$ cat src/rtl/matrix_scan_controller.sv
// 5x7 LED matrix column scanner time-sharing page A and optional page B, with a blank frame at each page switch.
// Optional dead time on column changes: define MATRIX_SCAN_DEADTIME_EN.
module matrix_scan_controller #(
  parameter int SCAN_DIV    = 1000,
  parameter int PAGE_FRAMES = 200
) (
  input  logic       clk,
  input  logic       reset,
  input  logic [6:0] img_a_col_1,
  input  logic [6:0] img_a_col_0,
  input  logic [6:0] img_b_col_1,
  input  logic [6:0] img_b_col_0,
  input  logic       img_b_valid,
  output logic [4:0] col_en,
  output logic [6:0] row_data,
  output logic       page,
  output logic       frame_tick
);

  localparam int DIV_W = (SCAN_DIV > 1) ? $clog2(SCAN_DIV) : 1;
  localparam int FRM_W = (PAGE_FRAMES > 1) ? $clog2(PAGE_FRAMES) : 1;

  localparam logic [1:0] SHOW_A   = 2'd0;
  localparam logic [1:0] BLANK_AB = 2'd1;
  localparam logic [1:0] SHOW_B   = 2'd2;
  localparam logic [1:0] BLANK_BA = 2'd3;

  logic [DIV_W-1:0] div_cnt;
  logic [2:0]       col_idx;
  logic [FRM_W-1:0] frame_cnt;
  logic [FRM_W-1:0] frame_cnt_nxt;
  logic [1:0]       state;
  logic [1:0]       state_nxt;
  logic [6:0]       buf_col_1;
  logic [6:0]       buf_col_0;

  logic slot_end;
  logic frame_end;
  logic frame_last;
  logic blank;
  logic dead;

  assign slot_end   = (div_cnt == DIV_W'(SCAN_DIV - 1));
  assign frame_end  = slot_end && (col_idx == 3'd4);
  assign frame_last = (frame_cnt == FRM_W'(PAGE_FRAMES - 1));
  assign blank      = (state == BLANK_AB) || (state == BLANK_BA);

`ifdef MATRIX_SCAN_DEADTIME_EN
  // Hold the column off for the first two clocks of each slot to kill ghosting.
  assign dead = (div_cnt < DIV_W'(2));
`else
  assign dead = 1'b0;
`endif

  // Page sequencing is evaluated only at frame boundaries.
  always_comb begin
    state_nxt     = state;
    frame_cnt_nxt = frame_cnt;
    case (state)
      SHOW_A: begin
        if (frame_last) begin
          frame_cnt_nxt = '0;
          if (img_b_valid) state_nxt = BLANK_AB;
        end else begin
          frame_cnt_nxt = frame_cnt + 1'b1;
        end
      end
      BLANK_AB: begin
        frame_cnt_nxt = '0;
        state_nxt     = SHOW_B;
      end
      SHOW_B: begin
        if (frame_last || !img_b_valid) begin
          frame_cnt_nxt = '0;
          state_nxt     = BLANK_BA;
        end else begin
          frame_cnt_nxt = frame_cnt + 1'b1;
        end
      end
      default: begin
        frame_cnt_nxt = '0;
        state_nxt     = SHOW_A;
      end
    endcase
  end

  always_ff @(posedge clk) begin
    if (reset) begin
      div_cnt   <= '0;
      col_idx   <= 3'd0;
      frame_cnt <= '0;
      state     <= SHOW_A;
      buf_col_1 <= 7'd0;
      buf_col_0 <= 7'd0;
    end else begin
      div_cnt <= slot_end ? '0 : div_cnt + 1'b1;
      if (slot_end) col_idx <= (col_idx == 3'd4) ? 3'd0 : col_idx + 3'd1;
      if (frame_end) begin
        state     <= state_nxt;
        frame_cnt <= frame_cnt_nxt;
        // Latch the image of the page about to be shown so mid-frame input changes never tear it.
        if (state_nxt == SHOW_B) begin
          buf_col_1 <= img_b_col_1;
          buf_col_0 <= img_b_col_0;
        end else begin
          buf_col_1 <= img_a_col_1;
          buf_col_0 <= img_a_col_0;
        end
      end
    end
  end

  always_ff @(posedge clk) begin
    if (reset) begin
      col_en     <= 5'd0;
      row_data   <= 7'd0;
      page       <= 1'b0;
      frame_tick <= 1'b0;
    end else begin
      frame_tick <= frame_end;
      page       <= (state == SHOW_B);
      if (blank) begin
        col_en   <= 5'd0;
        row_data <= 7'd0;
      end else begin
        col_en   <= dead ? 5'd0 : (5'b00001 << col_idx);
        row_data <= ((col_idx == 3'd0) || (col_idx == 3'd4)) ? buf_col_1 : buf_col_0;
      end
    end
  end

endmodule

$ cat config.mk
export PLATFORM = sky130hd
export DESIGN_NAME = matrix_scan_controller
export DESIGN_NICKNAME = d
export VERILOG_FILES = /design/src/rtl/matrix_scan_controller.sv
export SDC_FILE = /design/constraint.sdc
export NUM_CORES = 1
export LEC_CHECK = 0
export CORE_MARGIN = 5
export CORE_UTILIZATION = 52
export DETAILED_ROUTE_END_ITERATION = 10
export PLACE_DENSITY = 0.86
export SLEW_MARGIN = 20
export SYNTH_ARGS = -nofsm -noshare
export SYNTH_HDL_FRONTEND = slang
export SYNTH_SLANG_ARGS = --single-unit
$ cat constraint.sdc
create_clock -name clk -period 2.9 [get_ports clk]
set_input_delay 0.87 -clock clk [delete_from_list [all_inputs] [get_ports clk]]
set_output_delay 0.87 -clock clk [all_outputs]
set_load 0.005 [all_outputs]
### Gate families picked out

Bar = 20 um.
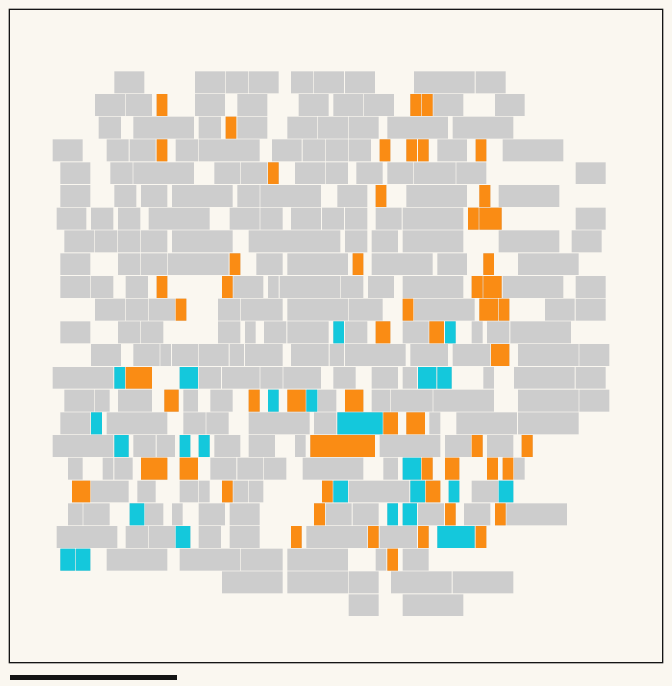
[NOR gates] orange | cells: 56
[NAND gates] cyan | cells: 25
most used logic cell in the final layout: dfxtp_1
logic share of the area: 41.6%
post-route insts no fill: 359

### Cell area per tile

8 x 8 tiles, from dark blue (low) to red (high), 0 to 100% covered.
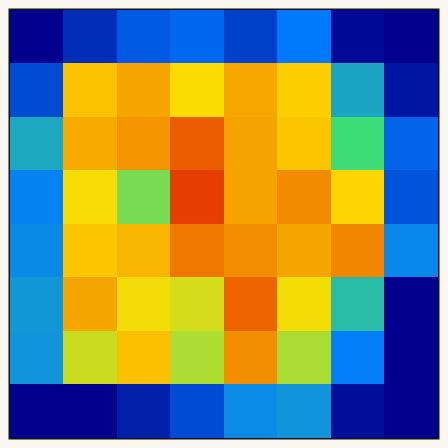
tiles over 75% full: 36%
mean over tiles: 48%
nearly empty tiles: 11%
post-layout utilization of the core: 67.9%
initial core utilization: 54.5%
area of the core: 4410 sq um

### Wiring by layer

Bar = 20 um.
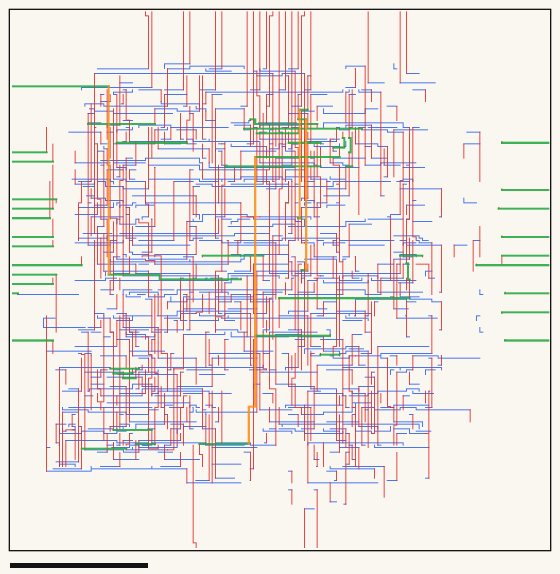
[metal 1] blue | wire length: 2,360 um
[metal 3] green | wire length: 336 um
[metal 4] orange | wire length: 107 um
[metal 2] red | wire length: 2,530 um
Tot GR Track Use: 17.3%
drt total wl: 5.33 mm
average wire per standard cell: 14.9 um
total number of vias: 2,152

### Routing congestion

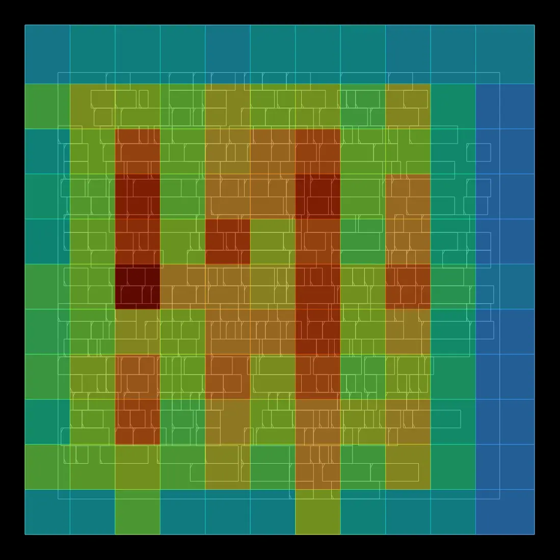
global routing usage on met2: 28.7%
met3 track demand over resource in global routing: 3.36%
Global Route met1 Usage: 22.1%

==> summary.txt <==
Summary of the current implementation state.

- The total number of nets in the final design is between 300 and 400, for reference.
- Once layout is done, the placed cells without fillers occupy ~3000 sq um.
- The initial antenna violation count is 0, for reference.
- The layer flagged by global routing as most heavily used is met2.
- The power density normalized to cell area is roughly 420 nW/um^2, for reference.
- The overall power consumption is between 1 and 1.5 mW, for reference.
- The number of flip-flops and latches is roughly 50, for reference.
- Grouping non-sequential cells by family puts the most area in AND-OR/OR-AND gates.
- The maximum number of pins on one net before global-route repair is 31, for reference.
- The critical path runs through a total of 6 cells.
- The layout contains a multi-input combinational cell count of roughly 180.
- The mapped cell area is ~2400 sq um, for reference.
- The clock network consumes a total of just under 0.5 mW.
- The buffer type at the clock tree root is clkbuf_8, for reference.
- The critical path is of the primary input to register type.
- The minimum setup slack among reg-to-reg paths is approximately 0.64 ns, for reference.
- In the routed design, unresolved DRC markers number 0.
- The placed cell area is about 2900 sq um, for reference.
- Hold analysis shows the worst path with a depth of 1.
- The number of buffers inserted by hold repair at cts is 0, for reference.
- The flow ran to the end, and the final reports show no timing, DRC or antenna violations.
- The area used by sequential logic in the layout is just over 1000 sq um, for reference.
- The routed design could run at a clock period as short as approximately 2.3 ns.
- The number of max-slew violations in the final report is 0, for reference.
- The most popular library cell in the synthesized design by count is dfxtp_1, for reference.
- The routed wirelength on the met1 layer is recorded as roughly 2.4 mm.
- The die span in y is between 70 and 80 um, for reference.
- The cell kind with the greatest summed area is logic gates, for reference.
- Per the detail_route log, the uppermost layer with routed signals is met4.
- In this build the clock could be raised as far as ~430 MHz.
- The largest fanout on the critical path is 15, for reference.
- The die is 78.0 um wide.
- For reference, compound AND-OR and OR-AND cells occupy 21.1% of the area reported after synthesis.
- Post-route period utilization is reported as about four fifths.
- The endpoint of the lowest-slack register-to-register path is frame_cnt[2], for reference.
- Gates resized during post-CTS repair numbered 0.
- The fraction of final cell area spent on non-clock buffers in this run is 16.9%.
- The synthesis report gives the async set-or-reset register share as 0%.
- The number of levels in the clock H-tree is 2, for reference.
- The synthesized design contains around 50 register bits.
- The clock skew is about 0.006 ns, for reference.
- The design received a total of around 52 well taps at floorplan.
- The registers reported with the highest flop counts are div_cnt (10), frame_cnt (8).
- Per report_power, the clock group accounts for between 30% and 40% of the total.
- The count of non-CTS inverters in the layout is 12, for reference.
- The via count of the first global-routing pass is between 1,500 and 2,000.
- The first global-routing pass estimated ~8.9 mm of wire.
- Setup repair after global routing left no endpoint under its margin.
- The number of buffers and inverters on the critical path is 2.
- The deepest clock path buffer count is 2, for reference.
- After synthesis, the cell types taking the most area are dfxtp_1, nor2_1, o31ai_1, a311oi_1, o211ai_1.
- Of the total synthesized cell area, the portion taken by XOR and XNOR cells is approximately 4%.
- The area growth from synthesis to layout is 24.7%, for reference.
- The synthesized netlist has a Yosys-reported chip area of 2400 sq um.
- After filler insertion, the fill cell instance count of the layout stands at around 360.
- The largest single stage delay on the critical path is ~0.53 ns.
- The tightest hold path in the finished design has a slack of about 0.48 ns.
- TritonCTS built the clock tree.
- The warning total across the stage logs is 30, for reference.
- The multi-input combinational cells in the finished layout cover a total of 1250 sq um.
- Warnings reported by Yosys during synthesis add up to 0.
- The data arrival time of the critical path is 2.52 ns, for reference.
- OpenSTA lists the critical path startpoint as img_b_valid.
- The design internal power is slightly above 1 mW, for reference.
- The site row count is 24, for reference.
- The weighted congestion reported at the end of routability-driven placement is between 0.8 and 0.9, for reference.
- div_cnt holds more flip-flops than any other register.
- After detailed routing, the met2 layer carries roughly 2.5 mm of wire.
- The count of flip-flops with a built-in enable after synthesis is 0, for reference.
- Per the synthesis report, the simple-gate share of the synthesized area is 19.4%.
- The flip-flop count of the largest register, all copies and words added is 10, for reference.
- The adder-cell area share of the yosys netlist is about 4.2%, for reference.
- The synthesized design spends more area on one cell type than any other, namely dfxtp_1.
- As logged by OpenROAD, the buffers inserted on ports number roughly 44.
- Leaving out the clock tree, the finished layout contains a buffer count of between 50 and 60.
- The number of clock sinks is approximately 50, for reference.
- Across the whole layout, storage elements make up 34.0% of the cell area.
- The data required time at the worst endpoint is between 3 and 4 ns, for reference.
- The sequential cell fraction of total power is a little under three fifths, for reference.
- In the final timing run, aggregate negative setup slack is 0 ns.
- For this run the aggregate overflow at the end of global routing stands at 0.
- The net switching share of the total power is between 20% and 30%, for reference.
- The number of cells in the design after placement is roughly 350, for reference.
- The nature of the critical path endpoint is a register, for reference.
- The detailed router finished its first iteration with between 150 and 200 violations.
- The worst vdd rail ir drop is about 0.00029 V, for reference.
- The startpoint identified for the worst register-to-register timing path is col_idx[0].
- The ratio of cells with drive above 1 in the final layout is 7.49%, for reference.
Power and IR drop assume default switching activity.
